### src/rtl/mc_bus_slave.sv
// mc_bus_slave: MCU parallel-bus front end. Synchronises the asynchronous
// strobes, queues MCU writes into a first-word-fall-through command FIFO,
// forwards peripheral reads through a request/response port and answers
// reads of STATUS_ADDR locally with {overflow, pad, fifo_count}.
module mc_bus_slave #(
   parameter int                   DATA_WIDTH  = 16,
   parameter int                   ADD_WIDTH   = 6,
   parameter int                   FIFO_DEPTH  = 8,
   parameter logic [ADD_WIDTH-1:0] STATUS_ADDR = 6'h3F
) (
   input  logic                  clock,
   input  logic                  reset,
   input  logic                  mc_ce,
   input  logic                  mc_we,
   input  logic                  mc_oe,
   input  logic [ADD_WIDTH-1:0]  mc_add,
   input  logic [DATA_WIDTH-1:0] mc_din,
   output logic [DATA_WIDTH-1:0] mc_dout,
   output logic                  mc_dout_en,
   output logic                  cmd_valid,
   input  logic                  cmd_ready,
   output logic [ADD_WIDTH-1:0]  cmd_addr,
   output logic [DATA_WIDTH-1:0] cmd_data,
   output logic                  rd_req,
   output logic [ADD_WIDTH-1:0]  rd_addr,
   input  logic                  rd_valid,
   input  logic [DATA_WIDTH-1:0] rd_data
);
   localparam int PTR_W = $clog2(FIFO_DEPTH);
   localparam int CNT_W = PTR_W + 1;
   localparam int PAD_W = DATA_WIDTH - 1 - CNT_W;
   localparam int ENT_W = ADD_WIDTH + DATA_WIDTH;

   localparam logic [1:0] ST_IDLE      = 2'd0;
   localparam logic [1:0] ST_WRITE     = 2'd1;
   localparam logic [1:0] ST_READ_WAIT = 2'd2;
   localparam logic [1:0] ST_READ_HOLD = 2'd3;

   // synchroniser, history and arming state
   logic       ce_m_q, ce_s_q, we_m_q, we_s_q, oe_m_q, oe_s_q;
   logic       we_h_q, oe_h_q, we_armed_q;
   logic [1:0] settle_q;
   logic       trusted, we_rise, oe_fall;

   // FSM and datapath state
   logic [1:0]            state_q, state_d;
   logic                  status_rd, rd_start, rd_done;
   logic                  rd_req_q, dout_en_q;
   logic [ADD_WIDTH-1:0]  rd_addr_q, stage_addr_q;
   logic [DATA_WIDTH-1:0] dout_q, stage_data_q;

   // FIFO state
   logic [ENT_W-1:0] fifo_mem [FIFO_DEPTH];
   logic [PTR_W-1:0] wr_ptr_q, rd_ptr_q;
   logic [CNT_W-1:0] count_q;
   logic             ovf_q;
   logic             fifo_empty, fifo_full, commit, push, pop, drop;
   logic [ENT_W-1:0] head_w;
   logic [DATA_WIDTH-1:0] status_word;

   // Right after reset the chain still holds its reset value of 1, not the pin,
   // so history/arming only load once two clean samples have passed. This keeps
   // a strobe that is already low at release from looking like a fresh edge.
   assign trusted = settle_q[1];
   assign we_rise = we_s_q & ~we_h_q;
   assign oe_fall = oe_h_q & ~oe_s_q;

   // two-flop synchronisers plus history/arming flops for edge detection
   always_ff @(posedge clock or posedge reset) begin
      if (reset) begin
         ce_m_q     <= 1'b1;
         ce_s_q     <= 1'b1;
         we_m_q     <= 1'b1;
         we_s_q     <= 1'b1;
         oe_m_q     <= 1'b1;
         oe_s_q     <= 1'b1;
         we_h_q     <= 1'b0;
         oe_h_q     <= 1'b0;
         we_armed_q <= 1'b0;
         settle_q   <= 2'b00;
      end else begin
         ce_m_q   <= mc_ce;
         ce_s_q   <= ce_m_q;
         we_m_q   <= mc_we;
         we_s_q   <= we_m_q;
         oe_m_q   <= mc_oe;
         oe_s_q   <= oe_m_q;
         settle_q <= {settle_q[0], 1'b1};
         if (trusted) begin
            we_h_q <= we_s_q;
            oe_h_q <= oe_s_q;
            if (we_s_q) begin
               we_armed_q <= 1'b1;
            end
         end
      end
   end

   // next-state logic; a low write strobe masks any oe edge
   always_comb begin
      state_d   = state_q;
      status_rd = 1'b0;
      rd_start  = 1'b0;
      rd_done   = 1'b0;
      case (state_q)
         ST_IDLE: begin
            if (!we_s_q && !ce_s_q && we_armed_q) begin
               state_d = ST_WRITE;
            end else if (oe_fall && !ce_s_q && we_s_q) begin
               if (mc_add == STATUS_ADDR) begin
                  status_rd = 1'b1;
                  state_d   = ST_READ_HOLD;
               end else begin
                  rd_start = 1'b1;
                  state_d  = ST_READ_WAIT;
               end
            end
         end
         ST_WRITE: begin
            if (we_rise) begin
               state_d = ST_IDLE;
            end
         end
         ST_READ_WAIT: begin
            if (oe_s_q || ce_s_q) begin
               state_d = ST_IDLE;
            end else if (rd_valid) begin
               rd_done = 1'b1;
               state_d = ST_READ_HOLD;
            end
         end
         ST_READ_HOLD: begin
            if (oe_s_q || ce_s_q) begin
               state_d = ST_IDLE;
            end
         end
         default: state_d = ST_IDLE;
      endcase
   end

   assign status_word = {ovf_q, {PAD_W{1'b0}}, count_q};

   // state, read-port registers, output data/enable and write staging
   always_ff @(posedge clock or posedge reset) begin
      if (reset) begin
         state_q      <= ST_IDLE;
         rd_req_q     <= 1'b0;
         rd_addr_q    <= '0;
         dout_q       <= '0;
         dout_en_q    <= 1'b0;
         stage_addr_q <= '0;
         stage_data_q <= '0;
      end else begin
         state_q   <= state_d;
         rd_req_q  <= rd_start;
         dout_en_q <= (state_d == ST_READ_WAIT) || (state_d == ST_READ_HOLD);
         if (rd_start) begin
            rd_addr_q <= mc_add;
         end
         if (status_rd) begin
            dout_q <= status_word;
         end else if (rd_done) begin
            dout_q <= rd_data;
         end
         if (state_q == ST_WRITE) begin
            stage_addr_q <= mc_add;
            stage_data_q <= mc_din;
         end
      end
   end

   assign fifo_empty = (count_q == '0);
   assign fifo_full  = (count_q == CNT_W'(FIFO_DEPTH));
   assign commit     = (state_q == ST_WRITE) && we_rise;
   assign pop        = !fifo_empty && cmd_ready;
   assign push       = commit && (!fifo_full || pop);
   assign drop       = commit && fifo_full && !pop;

   // FIFO pointers, occupancy and sticky overflow (a same-cycle drop wins over a clear)
   always_ff @(posedge clock or posedge reset) begin
      if (reset) begin
         wr_ptr_q <= '0;
         rd_ptr_q <= '0;
         count_q  <= '0;
         ovf_q    <= 1'b0;
      end else begin
         if (push) begin
            wr_ptr_q <= wr_ptr_q + 1'b1;
         end
         if (pop) begin
            rd_ptr_q <= rd_ptr_q + 1'b1;
         end
         if (push && !pop) begin
            count_q <= count_q + 1'b1;
         end else if (pop && !push) begin
            count_q <= count_q - 1'b1;
         end
         ovf_q <= drop | (ovf_q & ~status_rd);
      end
   end

   // FIFO storage; contents need no reset because the head is masked while empty
   always_ff @(posedge clock) begin
      if (push) begin
         fifo_mem[wr_ptr_q] <= {stage_addr_q, stage_data_q};
      end
   end

   assign head_w     = fifo_mem[rd_ptr_q];
   assign cmd_valid  = !fifo_empty;
   assign cmd_addr   = fifo_empty ? '0 : head_w[ENT_W-1:DATA_WIDTH];
   assign cmd_data   = fifo_empty ? '0 : head_w[DATA_WIDTH-1:0];
   assign rd_req     = rd_req_q;
   assign rd_addr    = rd_addr_q;
   assign mc_dout    = dout_q;
   assign mc_dout_en = dout_en_q;
endmodule

### config.mk
export PLATFORM = sky130hd
export DESIGN_NAME = mc_bus_slave
export DESIGN_NICKNAME = d
export VERILOG_FILES = /design/src/rtl/mc_bus_slave.sv
export SDC_FILE = /design/constraint.sdc
export NUM_CORES = 1
export LEC_CHECK = 0
export ABC_AREA = 1
export CAP_MARGIN = 20
export CORE_ASPECT_RATIO = 1.25
export CORE_MARGIN = 1.5
export CORE_UTILIZATION = 57
export CTS_CLUSTER_SIZE = 40
export DETAILED_ROUTE_END_ITERATION = 12
export PLACE_DENSITY = 0.86
export SLEW_MARGIN = 20
export SYNTH_ARGS = -nofsm -noshare
export SYNTH_HDL_FRONTEND = slang
export SYNTH_SLANG_ARGS = --single-unit
export TNS_END_PERCENT = 50
### constraint.sdc
create_clock -name clock -period 3.3 [get_ports clock]
set_clock_uncertainty 0.2 [all_clocks]
set_input_delay 0.33 -clock clock [delete_from_list [all_inputs] [get_ports clock]]
set_output_delay 0.33 -clock clock [all_outputs]
set_load 0.01 [all_outputs]
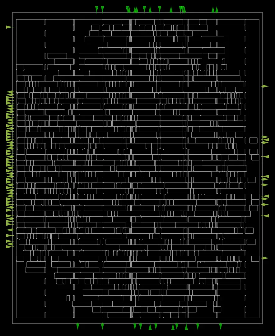
**Above:** run 1 (placed standard cells).
Post-Route Utilization: 70.53%
sequential share of cell area: 58.87%

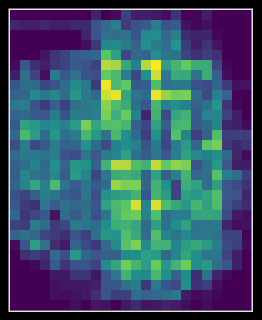
**Above:** run 1 (signal metal coverage by tile).
(2 px per um) The die is cut into 24 by 30 equal tiles; dark purple is low, yellow is high, scaled to the fullest tile. Values are wire area over tile area, all layers added.
tiles over half the peak: 22%
nearly empty tiles: 13%
mean over tiles: 0.20
fullest tile: 0.62
emptiest ninth of the die: lower left
aggregate global-route resource usage: 25.28%
vias post-DR: 6747

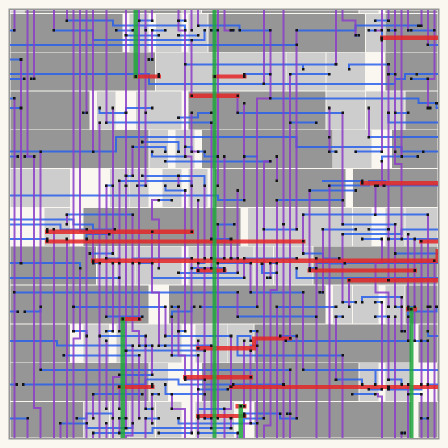
**Above:** run 1 (a small window of the routed layout).
Region (45, 60) to (75, 90) um. Cells in grey, sequential cells in the stronger grey; small squares are vias.
legend:
  M2:
    colour: purple
  M3:
    colour: red
  M1:
    colour: blue
  M4:
    colour: green
netlist names of flops here include: `fifo_mem` (15), `rd_ptr_q` (3)
most frequent: edfxtp_1 (15), nor2_1 (13), buf_4 (7)
cells with their middle in the window: 63
sequential cells in the window: 18

==> Slide: Implementation Results, run 1 <==
Synthesis and Place & Route Summary

Power and ir drop
  • Switching part of the total: between 30% and 40%
  • Reported leakage power: 4.606 nW
  • Total power per unit cell area: slightly above 900 nW/um2
  • Clock network fraction of design power: 27.4%
  • Total power after layout: roughly 11 mW
  • Internal power: roughly 7.3 mW
  • Power drawn by the sequential cells: 4.43 mW
  • Relative contribution of combinational cells to total power: about a third
  • Register share of total power: between 40% and 50%
  • Group with the largest share of power: sequential cells
  • Net Sw Power: about 3.7 mW
  • Reported clock group power: approximately 3 mW
  • Combinational logic power: roughly 3.5 mW
  • Max IR drop VDD: around 0.57 mV

Placed design
  • Post-Place Cells: between 1000 and 1500
  • Worst-case setup slack after placement: 0.7082 ns
  • Number of input and output port buffers inserted: between 90 and 100
  • HPWL reported at the end of detailed placement: 12500 um
  • Gpl congestion: approximately 0.76
  • Post-Place Cell Area: between 10000 and 15000 um2

Clocking
  • Clock-pin slew reported for the worst setup and hold paths after clock tree synthesis: 0.06 ns
  • Number of resized instances in the post-cts repair step: 0
  • Clock tree from TritonCTS: built
  • Clock network latency to the later pin of the worst-skew pair: about 0.52 ns
  • Clock buffers created by TritonCTS: 24
  • Post-CTS Setup Repair Bufs: 0
  • Clk buf depth: 3
  • H-tree Lvls: 1
  • Master cell of the clock root buffer: clkbuf_16
  • Hold-fix buffers, CTS: 0
  • Clock tree sinks: between 200 and 250

Critical path
  • End point of the critical path: cmd_addr[4]
  • Critical Path Fanout Max: 19
  • Endpoint of the most critical register-to-register path: count_q[3]
  • Number of buffers and inverters on the critical path: 4
  • Critical Path Stages: 9
  • Chain of cells forming the critical path: buf_4, inv_2, buf_4, nor2_1, o21ai_0, nand3_1, nand2_1, nor2_1, clkdlybuf4s50_1
  • Worst Setup End Kind: output pin
  • Setup slack on the worst flop-to-flop path: just under 0.9 ns
  • R2R depth: 12
  • Startpoint Class: register
  • Data required time at the worst endpoint: 2.77 ns
  • Startpoint of the most critical setup path: rd_ptr_q[1]
  • Critical path class: reg2out
  • Crit path max-delay family: buffers and inverters
  • Arrival time of data at the critical path endpoint: about 2.7 ns
  • Max incr delay on CP: 0.56 ns
  • Slowest cell on crit path: clkdlybuf4s50_1
  • Startpoint of the most critical register-to-register path: we_s_q

Route
  • Routed WL per cell: between 15 and 20 um
  • Post-Route M1 WL: ~8000 um
  • DRT Pass-1 Iters: 5
  • Sum of met2 wire segment lengths after detailed routing: around 11000 um
  • Met3 Routed Length: between 1500 and 2000 um
  • Initial detailed-routing violation count: 701
  • Top Metal Used: met4
  • Drt drc: 0
  • Wirelength, routed: approximately 22000 um
  • Detail Route Antenna Nets: 0

GRT
  • Antenna violations before repair: 0
  • Largest net degree at the start of global routing: 49
  • GR Layer Usage met2: between 40% and 50%
  • Wire length of the first global-routing pass: between 30000 and 40000 um
  • Most Crowded Layer GR: met2
  • Met3 track demand over resource: 3.939%
  • Global routing usage on met1: 32.13%
  • Vias in the first global route: slightly below 7000

Floorplanning
  • Num tapcells: 220
  • Placeable core region: about 17000 um2
  • FP Util: roughly 60%
  • Full die area: around 18000 um2
  • I/O Pins: ~92
  • Die Y-Extent: roughly 150 um
  • Placement Rows: 53

STA
  • Count of final max-slew check failures: 0
  • Worst-case setup margin in the final layout: ~0.078 ns
  • Final worst hold slack: around 0.017 ns
  • Achievable clock frequency: between 300 and 400 MHz
  • Transition time of the tightest slew-check pin: between 0.7 and 0.8 ns
  • Final setup fails: 0
  • Post-Route Setup TNS: 0 ns
  • Final hold violations: 0
  • Post-layout period usage of the worst path: around 98%
  • Final worst path period need: around 3.2 ns
  • Max-slew headroom at the worst pin: around 53%
  • Setup repair after global routing missed its margin: false

Synth
  • Synthesis-stage register bit count: 245
  • Most frequent cells after synthesis: edfxtp_1 (176), nand2_1 (159), nor2_1 (148)
  • Multiplexer fraction of the synthesized cell area: under 10%
  • Top cell type's share of synthesized area: a little over half
  • Yosys warnings: 0
  • Aoi share: between 7 and 8%
  • Largest family of logic cells by area: simple AND/OR/NAND/NOR gates
  • Count of library flops with an enable pin: about 180
  • FFs w/ async S/R, synth: ~28%
  • Netlist area before placement: 9882 um2
  • Net count after synthesis: about 900
  • Sequential-to-total area share from yosys stat: a little under three quarters
  • Fraction of synthesized cell area in xor and xnor cells: less than 1%
  • Cell count after synthesis: 849
  • Synth area leaders: edfxtp_1 (53%), dfrtp_1 (16%), nand2_1 (6.0%)
  • Adder and majority gate portion of the synthesized area: less than 1%
  • Cell taking the most area after synthesis: edfxtp_1
  • Primary FF master, synth: edfxtp_1
  • Area fraction in and, or, nand and nor cells after synthesis: approximately 15%
  • Top-count cell post-synth: edfxtp_1
  • Synthesis area per yosys: a little under 10000 um2
  • Count of instantiated cells in the yosys netlist: ~850
  • Mean area per synthesized cell: about 12 um2
  • Post-synthesis cell type count: 33

Final layout
  • Flop count: 245
  • Multi-input gate area: 2539 um2
  • Clock Buffer Count: 25
  • Inverters: 30
  • Buffer count excluding the clock tree in the final layout: around 110
  • Multi-input gate count: around 530
  • Fraction of layout cells with a size suffix above 1: 11.19%
  • Most instantiated logic cells after routing: edfxtp_1 (176), nand2_1 (159), nor2_1 (140), o21ai_0 (98), clkdlybuf4s50_1 (91)
  • Register bank with the most flops: fifo_mem
  • Filler cell count in the final layout: 1072
  • Layout Nets: 998
  • Sequential cell area: around 7000 um2
  • P&R area growth vs syn: 20.69%
  • Multi-input gate share of total cell area: 21.29%
  • Non-filler instance count after layout: between 1000 and 1500
  • Inserted Diodes: 0
  • Design area: 11930 um2
  • Non-clock buffers, area share: a little under a tenth
  • Most common cell after layout, fill and taps aside: edfxtp_1
  • Cell type taking the most area: registers
  • Relative area of clock buffers and inverters in the final design: 7.344%

Run status
  • Outcome: finished clean

Run
  • Number of warnings in the stage logs: 26
  • # Max-Cap Violations: 0

Hold path
  • Hold Crit Class: in2async
**Run 1: signal wires by layer**

(2 px per um) Only two layers are drawn.
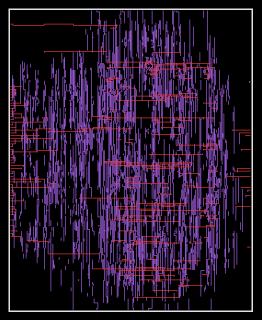

==> run 1 -> run 2 <==
Settings changed: GPL_TIMING_DRIVEN set to 0, HOLD_SLACK_MARGIN set to 0.12.
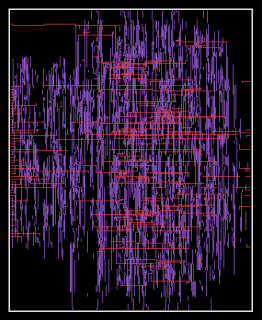
**Above:** run 2 (signal wires by layer).
(2 px per um) Only two layers are drawn.
legend:
  M2:
    colour: purple
    wire_length: 12400 um
  M3:
    colour: red
    wire_length: 2440 um
vias post-DR: 7012
aggregate global-route resource usage: 27.23%
Routed WL per cell: 20.00 um
wirelength, routed: 24220 um

==> Slide: Implementation Results, run 2 <==
Synthesis and Place & Route Summary

STA
  • Final worst path period need: 3.168 ns (was 3.222 ns)
  • Achievable clock frequency: 315.7 MHz (was 310.3 MHz)
  • Transition time of the tightest slew-check pin: 0.9013 ns (was 0.7071 ns)
  • Final worst hold slack: 0.1558 ns (was 0.01720 ns)
  • Count of final max-slew check failures: 0 (unchanged)
  • Worst-case setup margin in the final layout: 0.1324 ns (was 0.07762 ns)

Placed design
  • Number of input and output port buffers inserted: 91 (unchanged)
  • Gpl congestion: 0.8056 (was 0.7636)
  • Post-Place Cell Area: 11210 um2 (was 11050 um2)
  • Post-Place Cells: 1163 (was 1141)

Clocking
  • H-tree Lvls: 1 (unchanged)
  • Hold-fix buffers, CTS: 4 (was 0)
  • Post-CTS Setup Repair Bufs: 0 (unchanged)
  • Clock-pin slew reported for the worst setup and hold paths after clock tree synthesis: 0.06 ns (about the same)
  • Master cell of the clock root buffer: clkbuf_16 (unchanged)
  • Clk buf depth: 3 (unchanged)

Final layout
  • Fraction of layout cells with a size suffix above 1: 12.21% (was 11.19%)
  • Non-clock buffers, area share: 10.40% (was 9.232%)
  • Most common cell after layout, fill and taps aside: edfxtp_1 (unchanged)
  • Cell type taking the most area: registers (unchanged)
  • Clock Buffer Count: 30 (was 25)
  • Sequential share of cell area: 57.67% (was 58.87%)
  • Most instantiated logic cells after routing: edfxtp_1 (176), nand2_1 (159), nor2_1 (140), o21ai_0 (97), clkdlybuf4s50_1 (91) (was edfxtp_1 (176), nand2_1 (159), nor2_1 (140), o21ai_0 (98), clkdlybuf4s50_1 (91))
  • Multi-input gate count: 533 (unchanged)
  • P&R area growth vs syn: 23.16% (was 20.69%)
  • Sequential cell area: 7019 um2 (was 7020 um2)

Critical path
  • Startpoint of the most critical register-to-register path: we_s_q (unchanged)
  • Chain of cells forming the critical path: buf_4, inv_2, buf_4, buf_2, a21oi_1, nor2_1, clkdlybuf4s50_1 (was buf_4, inv_2, buf_4, nor2_1, o21ai_0, nand3_1, nand2_1, nor2_1, clkdlybuf4s50_1)
  • Critical Path Stages: 7 (was 9)
  • Startpoint of the most critical setup path: rd_ptr_q[1] (unchanged)
  • Data required time at the worst endpoint: 2.77 ns (about the same)
  • Endpoint of the most critical register-to-register path: fifo_mem[2][18] (was count_q[3])
  • Worst Setup End Kind: output pin (unchanged)
  • Max incr delay on CP: 0.56 ns (about the same)
  • Setup slack on the worst flop-to-flop path: 0.69 ns (was 0.87 ns)
  • R2R depth: 5 (was 12)
  • Startpoint Class: register (unchanged)
  • Number of buffers and inverters on the critical path: 5 (was 4)

GRT
  • GR Layer Usage met2: 47.81% (was 44.06%)
  • Largest net degree at the start of global routing: 45 (was 49)
  • Vias in the first global route: 7342 (was 6905)

Power and ir drop
  • Register share of total power: 39.0% (was 40.4%)
  • Internal power: 7.477 mW (was 7.277 mW)
  • Clock network fraction of design power: 27.4% (about the same)
  • Net Sw Power: 3.904 mW (was 3.685 mW)
  • Reported leakage power: 4.710 nW (was 4.606 nW)
  • Total power after layout: 11.38 mW (was 10.96 mW)
  • Group with the largest share of power: sequential cells (unchanged)

Hold path
  • Hold Crit Class: reg2reg (was in2async)

Floorplanning
  • I/O Pins: 92 (unchanged)
  • Die Y-Extent: 150.2 um (unchanged)
  • Full die area: 18140 um2 (unchanged)
  • Placeable core region: 16910 um2 (unchanged)
  • Placement Rows: 53 (unchanged)

Synth
  • Largest family of logic cells by area: simple AND/OR/NAND/NOR gates (unchanged)
  • Post-synthesis cell type count: 33 (unchanged)
  • Aoi share: 7.521% (unchanged)
  • Cell taking the most area after synthesis: edfxtp_1 (unchanged)
  • Yosys warnings: 0 (unchanged)
  • Cell count after synthesis: 849 (unchanged)
  • Top-count cell post-synth: edfxtp_1 (unchanged)
  • Primary FF master, synth: edfxtp_1 (unchanged)
  • Fraction of synthesized cell area in xor and xnor cells: 0.5318% (unchanged)

Route
  • DRT Pass-1 Iters: 5 (unchanged)
  • Drt drc: 0 (unchanged)

Run status
  • Outcome: finished clean (unchanged)
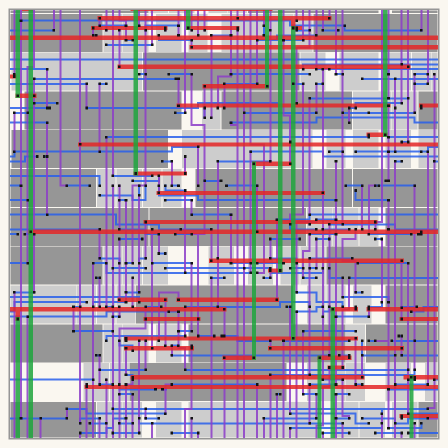
**Above:** run 2 (a small window of the routed layout).
Region (45, 60) to (75, 90) um. Cells in grey, sequential cells in the stronger grey; small squares are vias.
legend:
  M4:
    colour: green
  M1:
    colour: blue
  M3:
    colour: red
  M2:
    colour: purple
sequential cells in the window: 18
most frequent: edfxtp_1 (17), nor2_1 (11), o21ai_0 (10)
cells with their middle in the window: 75
netlist names of flops here include: `fifo_mem` (17), `rd_ptr_q` (1)

Power and IR drop assume default switching activity.
